$ cat config.mk
export PLATFORM = sky130hd
export DESIGN_NAME = apb_host_arbiter
export DESIGN_NICKNAME = d
export VERILOG_FILES = /design/src/rtl/apb_uart_pkg.sv /design/src/rtl/apb_host_arbiter_rr_arb2.sv /design/src/rtl/apb_host_arbiter.sv
export SDC_FILE = /design/constraint.sdc
export NUM_CORES = 1
export LEC_CHECK = 0
export ABC_AREA = 1
export ABC_CLOCK_PERIOD_IN_PS = 4200
export CORE_ASPECT_RATIO = 0.75
export CORE_MARGIN = 2
export CORE_UTILIZATION = 35
export CTS_BUF_LIST = sky130_fd_sc_hd__clkbuf_4 sky130_fd_sc_hd__clkbuf_8 sky130_fd_sc_hd__clkbuf_16
export DETAILED_ROUTE_END_ITERATION = 7
export PLACE_DENSITY_LB_ADDON = 0.15
export REMOVE_ABC_BUFFERS = 1
export SETUP_SLACK_MARGIN = 0.3
export SYNTH_ARGS = -nofsm -noshare
export SYNTH_HDL_FRONTEND = slang
export SYNTH_SLANG_ARGS = --single-unit
$ cat constraint.sdc
create_clock -name pclk -period 4.2 [get_ports pclk]
set_clock_uncertainty 0.15 [all_clocks]
set_input_delay 0.63 -clock pclk [delete_from_list [all_inputs] [get_ports pclk]]
set_output_delay 0.63 -clock pclk [all_outputs]
set_load 0.05 [all_outputs]
$ cat src/rtl/apb_uart_pkg.sv
// Shared types and bus widths for the UART register-block APB path.
package apb_uart_pkg;

  localparam int unsigned APB_ADDR_W = 12;
  localparam int unsigned APB_DATA_W = 32;

  typedef enum logic [1:0] {
    IDLE   = 2'd0,
    SETUP  = 2'd1,
    ACCESS = 2'd2
  } apb_mst_state_e;

endpackage

$ cat src/rtl/apb_host_arbiter_rr_arb2.sv
// Two-way round-robin arbiter: on a tie the requester that did not win last time is granted.
module rr_arb2 (
  input  logic [1:0] req,
  input  logic       last_grant,
  input  logic       en,
  output logic [1:0] gnt
);

  // One-hot grant; requester 0 wins a tie when requester 1 was granted last
  always_comb begin
    gnt = 2'b00;
    if (en) begin
      if (req[0] && (!req[1] || last_grant)) begin
        gnt = 2'b01;
      end else if (req[1]) begin
        gnt = 2'b10;
      end
    end
  end

endmodule

$ cat src/rtl/apb_host_arbiter.sv
// Two-requester APB4 master in front of the UART register block: round-robin
// arbitration, SETUP/ACCESS sequencing, pready timeout and response return.
module apb_host_arbiter
  import apb_uart_pkg::*;
#(
  parameter int unsigned ADDR_W         = APB_ADDR_W,
  parameter int unsigned DATA_W         = APB_DATA_W,
  parameter int unsigned TIMEOUT_CYCLES = 16
) (
  input  logic                    pclk,
  input  logic                    preset,
  input  logic [1:0]              req_valid,
  input  logic [1:0]              req_write,
  input  logic [2*ADDR_W-1:0]     req_addr,
  input  logic [2*DATA_W-1:0]     req_wdata,
  input  logic [2*(DATA_W/8)-1:0] req_strb,
  output logic [1:0]              req_ready,
  output logic [1:0]              rsp_valid,
  output logic [DATA_W-1:0]       rsp_rdata,
  output logic                    rsp_err,
  output logic                    psel,
  output logic                    penable,
  output logic                    pwrite,
  output logic [ADDR_W-1:0]       paddr,
  output logic [DATA_W-1:0]       pwdata,
  output logic [DATA_W/8-1:0]     pstrb,
  input  logic                    pready,
  input  logic                    pslverr,
  input  logic [DATA_W-1:0]       prdata,
  output logic                    busy,
  output logic                    timeout_evt
);

  localparam int unsigned STRB_W = DATA_W / 8;
  localparam int unsigned CNT_W  = $clog2(TIMEOUT_CYCLES + 1);
  localparam logic [CNT_W-1:0] CNT_LAST = CNT_W'(TIMEOUT_CYCLES - 1);

  apb_mst_state_e      state;
  logic                last_grant;
  logic                owner_q;
  logic [ADDR_W-1:0]   addr_q;
  logic [DATA_W-1:0]   wdata_q;
  logic [STRB_W-1:0]   strb_q;
  logic                write_q;
  logic [CNT_W-1:0]    cnt_q;

  logic [1:0]          gnt;
  logic                sel_write;
  logic [ADDR_W-1:0]   sel_addr;
  logic [DATA_W-1:0]   sel_wdata;
  logic [STRB_W-1:0]   sel_strb;
  logic [1:0]          owner_onehot;

  rr_arb2 u_arb (
    .req        (req_valid),
    .last_grant (last_grant),
    .en         (state == IDLE),
    .gnt        (gnt)
  );

  assign req_ready    = gnt;
  assign owner_onehot = {owner_q, ~owner_q};

  // Pick the granted requester's payload for latching
  always_comb begin
    sel_write = req_write[0];
    sel_addr  = req_addr[0 +: ADDR_W];
    sel_wdata = req_wdata[0 +: DATA_W];
    sel_strb  = req_strb[0 +: STRB_W];
    if (gnt[1]) begin
      sel_write = req_write[1];
      sel_addr  = req_addr[ADDR_W +: ADDR_W];
      sel_wdata = req_wdata[DATA_W +: DATA_W];
      sel_strb  = req_strb[STRB_W +: STRB_W];
    end
  end

  // APB outputs decoded from state and latched payload only; zero while idle
  assign busy    = (state != IDLE);
  assign psel    = busy;
  assign penable = (state == ACCESS);
  assign pwrite  = busy & write_q;
  assign paddr   = busy ? addr_q  : '0;
  assign pwdata  = busy ? wdata_q : '0;
  assign pstrb   = busy ? strb_q  : '0;

  // Transfer FSM, payload latches, timeout counter and response registers
  always_ff @(posedge pclk or posedge preset) begin
    if (preset) begin
      state       <= IDLE;
      last_grant  <= 1'b1;
      owner_q     <= 1'b0;
      addr_q      <= '0;
      wdata_q     <= '0;
      strb_q      <= '0;
      write_q     <= 1'b0;
      cnt_q       <= '0;
      rsp_valid   <= '0;
      rsp_rdata   <= '0;
      rsp_err     <= 1'b0;
      timeout_evt <= 1'b0;
    end else begin
      rsp_valid   <= '0;
      rsp_rdata   <= '0;
      rsp_err     <= 1'b0;
      timeout_evt <= 1'b0;
      case (state)
        IDLE: begin
          if (|gnt) begin
            owner_q    <= gnt[1];
            last_grant <= gnt[1];
            addr_q     <= sel_addr;
            write_q    <= sel_write;
            // Reads never drive write data or strobes onto the bus
            wdata_q    <= sel_write ? sel_wdata : '0;
            strb_q     <= sel_write ? sel_strb  : '0;
            state      <= SETUP;
          end
        end
        SETUP: begin
          cnt_q <= '0;
          state <= ACCESS;
        end
        ACCESS: begin
          if (pready) begin
            rsp_valid <= owner_onehot;
            rsp_err   <= pslverr;
            rsp_rdata <= write_q ? '0 : prdata;
            state     <= IDLE;
          end else if (cnt_q == CNT_LAST) begin
            rsp_valid   <= owner_onehot;
            rsp_err     <= 1'b1;
            timeout_evt <= 1'b1;
            state       <= IDLE;
          end else begin
            cnt_q <= cnt_q + CNT_W'(1);
          end
        end
        default: state <= IDLE;
      endcase
    end
  end

endmodule

**Run 1: where the registers sit**

Drawn at 3 px/um. Other sequential cells in the stronger grey, the rest of the logic in the fainter grey.
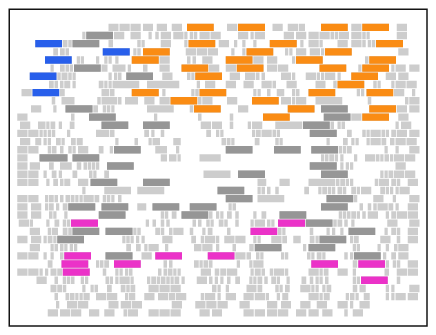
name in the netlist	colour	placed flops
`addr_q`	magenta	12
`cnt_q`	blue	5
`rsp_rdata`	orange	32
not coloured	45
power of the sequential group: 1.27 mW
final core utilization: 56.1%
footprint of the flip-flops and latches: 0.00235 mm2
proportion of cell area occupied by registers: 31.9%

**Run 1: selected gate families**

Drawn at 2 px/um.
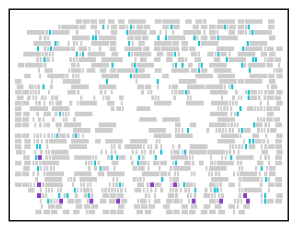
family	colour	cells
AND and OR gates	purple	12
NOR gates	cyan	88
top logic cell by instance count in the layout: sky130_fd_sc_hd__clkdlybuf4s50_1
multi-input combinational area share: 24.0%
non-filler cells in the finished layout: 1035

==> out/summary.rpt, run 1 <==
TIMING
---------------------------------------------------------------------
Count of final hold-check violations                                0
Final Hold Slack                                             0.331 ns
Setup slack after layout                                     0.708 ns
Count of endpoints failing setup in the final report                0

POWER AND IR DROP
---------------------------------------------------------------------
Portion of total power attributed to the clock network          17.9%
Net Sw Frac                                                     47.3%
Cell internal pwr                                             2.38 mW
Total power                                                   4.51 mW

FLOORPLAN
---------------------------------------------------------------------
Floorplan Utilization                                           36.2%
Boundary Pins                                                     226

SYNTH
---------------------------------------------------------------------
Synth flops                                                        94
Netlist area before placement                             0.00477 mm2
Number of standard cells reported by yosys                        655
Top-area cell share                                             48.8%
Post-synth tally of flip-flops with integrated enable               0

WORST SETUP PATH
---------------------------------------------------------------------
Data required time at the worst endpoint                      3.42 ns
Nature of the critical path startpoint                       register

MIN PATH
---------------------------------------------------------------------
Path type of the worst min-delay path                    register to register

STATUS
---------------------------------------------------------------------
Outcome                                                  finished clean

CTS
---------------------------------------------------------------------
Resized Gates After CTS                                             0

DETAILED ROUTING
---------------------------------------------------------------------
Iteration-0 DRC count of the detailed router                      185

PLACE
---------------------------------------------------------------------
Setup slack at placement                                     0.810 ns

CELLS AND AREA
---------------------------------------------------------------------
Largest regs                                             rsp_rdata (32), wdata_q (32), addr_q (12)

**Run 1: metal 1**

Drawn at 2 px/um.
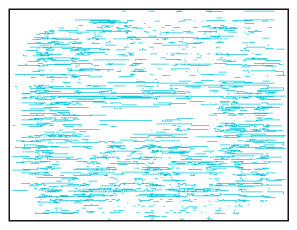
main direction	horizontal
longest straight run	49.2 um
Total Wirelength: 13700 um
M1 GR Usage: 24.3%
vias post-DR: 4541

[run 1: worst paths after layout]
kind,from,endpoint,slack (ns),depth (start not counted)
worst max register to register,state[0]$_DFFE_PP0P_,addr_q[4]$_DFFE_PP0P_,1.13,8
max in group asynchronous,preset,addr_q[0]$_DFFE_PP0P_,2.40,3
worst min register to register,wdata_q[0]$_DFFE_PP0P_,wdata_q[0]$_DFFE_PP0P_,0.33,2
min in group asynchronous,preset,rsp_rdata[21]$_DFF_PP0_,0.78,2
worst max-delay path,state[0]$_DFFE_PP0P_,req_ready[0],0.71,5
worst min-delay path,wdata_q[0]$_DFFE_PP0P_,wdata_q[0]$_DFFE_PP0P_,0.33,2
[run 1: final cells by class]
cell class / count / area [um2]
fillers: 1214 / 5780
flip-flops and latches: 94 / 2350
repair buffers: 231 / 2310
multi-input cells: 410 / 1770
inverters: 113 / 427
clock buffers: 9 / 225
well taps: 171 / 214
clock inverters: 7 / 72.6
[run 1: kinds of logic after synthesis]
| logic type | after synthesis | share of synthesized area (%) |
|---|---|---|
| AND-OR/OR-AND | 12 | 1.29 |
| adder cells (fa/ha/maj) | 5 | 1.31 |
| buffers and inverters | 151 | 13.5 |
| flip-flops | 94 | 49.4 |
| AND/OR/NAND/NOR | 393 | 34.5 |
[run 1: power groups by stage]
stage	Combinational [mW]	Sequential (mW)	Clock, mW
2_1_floorplan	1.48	1.36	0
3_5_place_dp	2.46	1.28	0
3_3_place_gp	2.41	1.27	0
5_1_grt	2.65	1.30	0.870
6_report	2.44	1.27	0.807
4_1_cts	2.47	1.27	0.838
[run 1: layer usage]
layer | wire length, um | global-route usage, % | up-vias
met5 | 0 | 0 | -
met4 | 120 | 4.62 | 0
met3 | 672 | 4.12 | 8
li1 | - | - | 2344
met1 | 6200 | 24.3 | 2073
met2 | 6720 | 33.4 | 116
==> inputs of run 2 (changes only) <==
--- a/config.mk
+++ b/config.mk
@@ -6,7 +6,7 @@
 export NUM_CORES = 1
 export LEC_CHECK = 0
 export ABC_AREA = 1
-export ABC_CLOCK_PERIOD_IN_PS = 4200
+export ABC_CLOCK_PERIOD_IN_PS = 3420
 export CORE_ASPECT_RATIO = 0.75
 export CORE_MARGIN = 2
 export CORE_UTILIZATION = 35
==> constraint.sdc (replaced) <==
create_clock -name pclk -period 3.42 [get_ports pclk]
set_clock_uncertainty 0.15 [all_clocks]
set_input_delay 0.513 -clock pclk [delete_from_list [all_inputs] [get_ports pclk]]
set_output_delay 0.513 -clock pclk [all_outputs]
set_load 0.05 [all_outputs]
**Run 2: where the registers sit**

Drawn at 3 px/um. Other sequential cells in the stronger grey, the rest of the logic in the fainter grey.
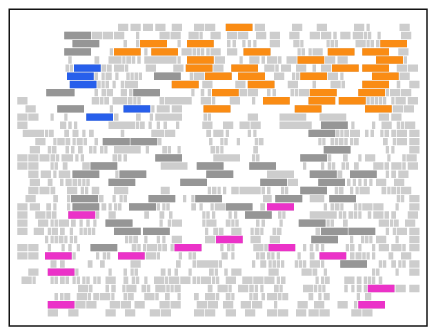
name in the netlist	colour	placed flops
`addr_q`	magenta	12
`cnt_q`	blue	5
`rsp_rdata`	orange	32
not coloured	45
final core utilization: 56.8%
proportion of cell area occupied by registers: 31.5%

==> run 2 against run 1 <==
Compared with the run above: sequential power is 22% higher; flip-flop count stayed put; synthesized area stayed put; largest power group unchanged.
==> out/summary.rpt, run 2 <==
WORST SETUP PATH
---------------------------------------------------------------------
Worst r2r dst                                            wdata_q[3]$_DFFE_PP0P_
Crit path from                                           state[0]$_DFFE_PP0P_
Worst-case reg-to-reg path depth                                   10
Data required time at the worst endpoint                      2.76 ns
Nature of the critical path startpoint                       register
Origin of the critical flop-to-flop path                 state[0]$_DFFE_PP0P_
Flop-to-flop setup slack                                      0.75 ns

SYNTH
---------------------------------------------------------------------
Number of standard cells reported by yosys                        655
Main logic family after synthesis                        simple AND/OR/NAND/NOR gates
And+or+nand+nor area frac                                       34.5%
Top-area cell share                                             48.8%
Post-synth tally of flip-flops with integrated enable               0
Mux share                                                          0%
Yosys xor share                                                    0%
Compound-Gate Fraction of Synth Area                            1.29%

CELLS AND AREA
---------------------------------------------------------------------
Non-filler cells in the finished layout                          1037
Largest regs                                             rsp_rdata (32), wdata_q (32), addr_q (12)

POWER AND IR DROP
---------------------------------------------------------------------
Clock-net power                                               1.11 mW
Portion of total power attributed to the clock network          19.4%
Net Sw Frac                                                     45.6%
Power of the sequential group                                 1.55 mW
Largest power group                                      combinational cells
Cell internal pwr                                             3.11 mW

FLOORPLAN
---------------------------------------------------------------------
Boundary Pins                                                     226

DETAILED ROUTING
---------------------------------------------------------------------
Iteration-0 DRC count of the detailed router                      205

TIMING
---------------------------------------------------------------------
Count of final hold-check violations                                0
Final Hold Slack                                             0.329 ns
Count of endpoints failing setup in the final report                0

MIN PATH
---------------------------------------------------------------------
Terminating pin of the worst hold path                   wdata_q[12]$_DFFE_PP0P_
Path type of the worst min-delay path                    register to register

STATUS
---------------------------------------------------------------------
Outcome                                                  finished clean

**Run 2: metal 1**

Drawn at 2 px/um.
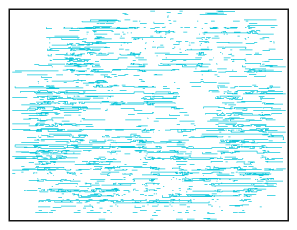
longest straight run	47.8 um
share of all routed wire	44%
vias post-DR: 4652
Total Wirelength: 13600 um
M1 GR Usage: 23.5%

[run 2: cell types whose count changed in the layout (fill, tap and decap cells not counted), moves of 2 or more]
cell / change
sky130_fd_sc_hd__clkinv_2: -2
sky130_fd_sc_hd__clkinvlp_4: -2
sky130_fd_sc_hd__clkbuf_8: +3
sky130_fd_sc_hd__buf_12: +2
[run 2: layout make-up]
| type | count | area, um2 |
|---|---|---|
| fillers | 1227 | 5690 |
| flip-flops and latches | 94 | 2350 |
| repair buffers | 233 | 2340 |
| multi-input cells | 410 | 1780 |
| inverters | 113 | 427 |
| clock buffers | 12 | 267 |
| well taps | 171 | 214 |
| clock inverters | 4 | 77.6 |
[run 2: metrics by stage]
step	power (mW)	setup slack, ns
floorplan	3.48	-0.384
global placement	4.58	0.679
detailed placement	4.63	0.554
CTS	5.76	0.335
global route	6.08	0.334
finish	5.71	0.508
[run 2: layer usage]
metal | part of all wire (%) | vias to the layer above | GRT usage, %
met1 | 44 | 2166 | 23.5
met2 | 49 | 123 | 33.5
met4 | 1.8 | 0 | 5.19
met3 | 5.2 | 15 | 3.57
met5 | 0 | - | 0
li1 | - | 2348 | -
[run 2: what timing repair did]
action / 4_1_cts / 5_1_grt
hold endpoints to repair: 0 / 0
setup endpoints to repair: 0 / 4
resized: 0 / 1
setup buffers: 0 / 0
[run 2: kinds of logic (layout without fill, tap and decap cells)]
logic type	Yosys count	after routing
simple gates	393	393
buf+inv	151	362
flops	94	94
compound gates	12	12
fa+ha+maj	5	5
[run 2: critical path: cells and delay by family (launching register included)]
kind / cells / cell delay, ns
AND/OR/NAND/NOR: 1 / 0.17
flip-flops: 1 / 0.37
buffers and inverters: 3 / 1.11
adder cells (fa/ha/maj): 1 / 0.24
==> inputs of run 3 (changes only) <==
--- a/config.mk
+++ b/config.mk
@@ -9,12 +9,13 @@
 export ABC_CLOCK_PERIOD_IN_PS = 3420
 export CORE_ASPECT_RATIO = 0.75
 export CORE_MARGIN = 2
-export CORE_UTILIZATION = 35
+export CORE_UTILIZATION = 30
 export CTS_BUF_LIST = sky130_fd_sc_hd__clkbuf_4 sky130_fd_sc_hd__clkbuf_8 sky130_fd_sc_hd__clkbuf_16
 export DETAILED_ROUTE_END_ITERATION = 7
 export PLACE_DENSITY_LB_ADDON = 0.15
 export REMOVE_ABC_BUFFERS = 1
 export SETUP_SLACK_MARGIN = 0.3
+export SKIP_LAST_GASP = 1
 export SYNTH_ARGS = -nofsm -noshare
 export SYNTH_HDL_FRONTEND = slang
 export SYNTH_SLANG_ARGS = --single-unit
**Run 3: zoomed window**

Region (100, 72) to (125, 97) um. Cells in grey, sequential cells in the stronger grey; small squares are vias.
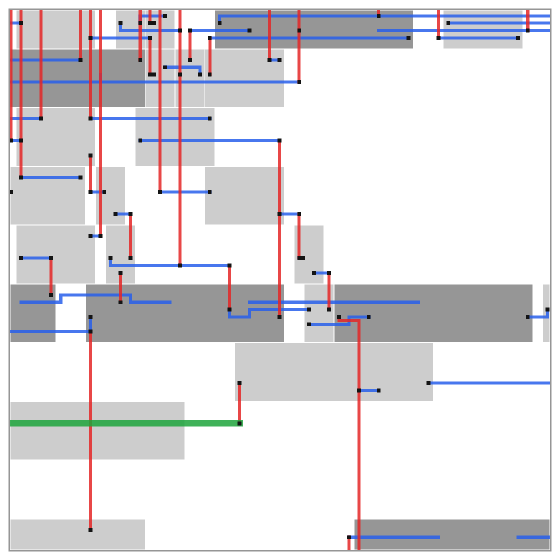
layer	colour
met2	red
met3	green
met1	blue
most frequent	clkdlybuf4s50_1 (8), dfrtp_1 (5)
cells with their middle in the window	24
sequential cells in the window	5
netlist names of flops here include	`rsp_rdata` (4), `wdata_q` (1)

==> run 3 against run 2 <==
Compared with the run above: hold slack worse by 0.0015 ns; routed wire length up 2.8%; largest power group unchanged; die area up 16%; critical path type unchanged; core utilization is 8.1 points lower; cell count increased by 3.1%.
==> out/summary.rpt, run 3 <==
STATUS
------------------------------------------------------------------------------------
Outcome                                                                 finished clean

DETAILED ROUTING
------------------------------------------------------------------------------------
Post-Route M1 WL                                                             6290 um
Total Wirelength                                                            14000 um
Detail Route met3 WL                                                          829 um
Topmost layer with routed signal wires                                          met4

MIN PATH
------------------------------------------------------------------------------------
Start point of the worst min-delay path                                 wdata_q[11]$_DFFE_PP0P_
Path type of the worst min-delay path                                   register to register
Terminating pin of the worst hold path                                  wdata_q[11]$_DFFE_PP0P_
Number of cells traversed by the worst hold path                                   2

POWER AND IR DROP
------------------------------------------------------------------------------------
Total power                                                                  5.63 mW
Net Sw Frac                                                                    46.5%
Maximum VDD drop                                                            0.370 mV
Cell internal pwr                                                            3.01 mW
Static leakage                                                               3.83 nW

WORST SETUP PATH
------------------------------------------------------------------------------------
Combined buffer and inverter count along the critical path                         5
Nature of the critical path startpoint                                      register
Data required time at the worst endpoint                                     2.76 ns
Origin of the critical flop-to-flop path                                state[0]$_DFFE_PP0P_
Worst-case reg-to-reg path depth                                                  10
Flop-to-flop setup slack                                                     0.68 ns
Largest delay share family, worst path                                  buffers and inverters

PLACE
------------------------------------------------------------------------------------
Setup slack at placement                                                    0.557 ns
Weighted congestion at the end of routability-driven global placement          0.789

SYNTH
------------------------------------------------------------------------------------
Post-synth tally of flip-flops with integrated enable                              0
Synth flops                                                                       94
Top-area cell share                                                            48.8%
Netlist area before placement                                            0.00477 mm2
Number of standard cells reported by yosys                                       655

CELLS AND AREA
------------------------------------------------------------------------------------
Top logic cell by instance count in the layout                          sky130_fd_sc_hd__clkdlybuf4s50_1
Non-filler cells in the finished layout                                         1069
Largest regs                                                            rsp_rdata (32), wdata_q (32), addr_q (12)

GLOBAL ROUTING
------------------------------------------------------------------------------------
Routing usage on met3                                                          3.67%
M1 GR Usage                                                                    21.8%
Met2 demand-to-capacity share in global routing                                28.0%
Most heavily used metal layer in global routing                                 met2

CTS
------------------------------------------------------------------------------------
Post-CTS setup repair buffer count                                                 0

TIMING
------------------------------------------------------------------------------------
Count of endpoints failing setup in the final report                               0
Count of final hold-check violations                                               0

FLOORPLAN
------------------------------------------------------------------------------------
Floorplan Utilization                                                          31.0%

**Run 3: where the registers sit**

Drawn at 3 px/um. Other sequential cells in the stronger grey, the rest of the logic in the fainter grey.
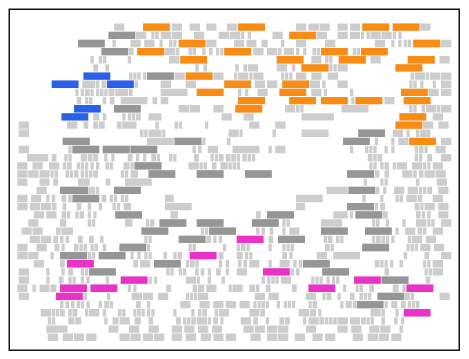
name in the netlist	colour	placed flops
`rsp_rdata`	orange	32
`addr_q`	magenta	12
`cnt_q`	blue	5
power of the sequential group: 1.55 mW
final core utilization: 48.6%
proportion of cell area occupied by registers: 31.5%

[run 3: cell counts after synthesis]
Identical to the previous run, type by type.
[run 3: kinds of logic after synthesis]
logic type               count (synthesis)  share of synthesized area (%)
AND/OR/NAND/NOR                        393                           34.5
buffers and inverters                  151                           13.5
flip-flops                              94                           49.4
AND-OR/OR-AND                           12                           1.29
adder cells (fa/ha/maj)                  5                           1.31
[run 3: what timing repair did]
action,in CTS,in global routing
gates resized,0,1
endpoints found under the hold margin,0,0
setup endpoints to repair,0,4
[run 3: cell type report]
cell class,count,area [um2]
Clock buffer,12,260
Multi-Input combinational cell,410,1780
Timing Repair Buffer,231,2340
Clock inverter,4,55.1
Tap cell,205,256
Fill cell,1512,7890
Sequential cell,94,2350
Inverter,113,427
[run 3: power groups by stage]
stage	Combinational, mW	Sequential, mW	Clock (mW)
floorplan	1.82	1.67	0
global placement	3.02	1.56	0
detailed placement	3.05	1.57	0
CTS	3.06	1.55	1.08
global route	3.30	1.59	1.13
finish	3.04	1.55	1.04
[run 3: worst max path at each step]
stage,startpoint,end,cells past startpoint
3_5_place_dp,state[0]$_DFFE_PP0P_,wdata_q[13]$_DFFE_PP0P_,10
5_1_grt,state[0]$_DFFE_PP0P_,req_ready[1],8
6_report,state[0]$_DFFE_PP0P_,req_ready[1],8
3_3_place_gp,state[0]$_DFFE_PP0P_,wdata_q[25]$_DFFE_PP0P_,10
4_1_cts,state[0]$_DFFE_PP0P_,req_ready[1],8
2_1_floorplan,state[0]$_DFFE_PP0P_,addr_q[0]$_DFFE_PP0P_,9

==> notes/layouts.md <==
Pictures saved along the way, in no particular order.

Routing congestion map.
image #1
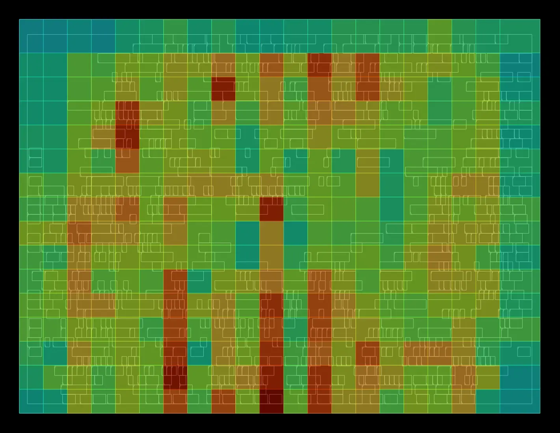
image #2
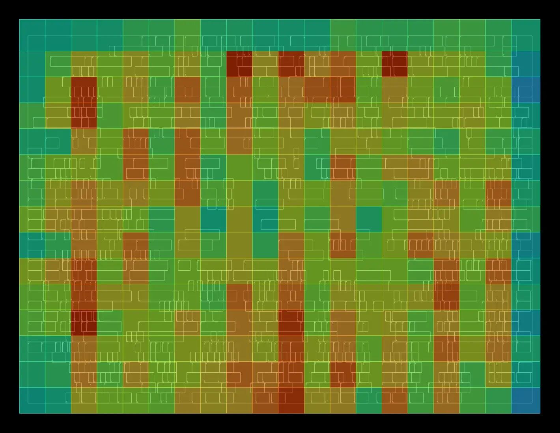
run 1 -> image #2
run 3 -> image #1
Of these, highest utilization: image #2

Power figures rest on the tool's default switching activity, not on a simulated workload.
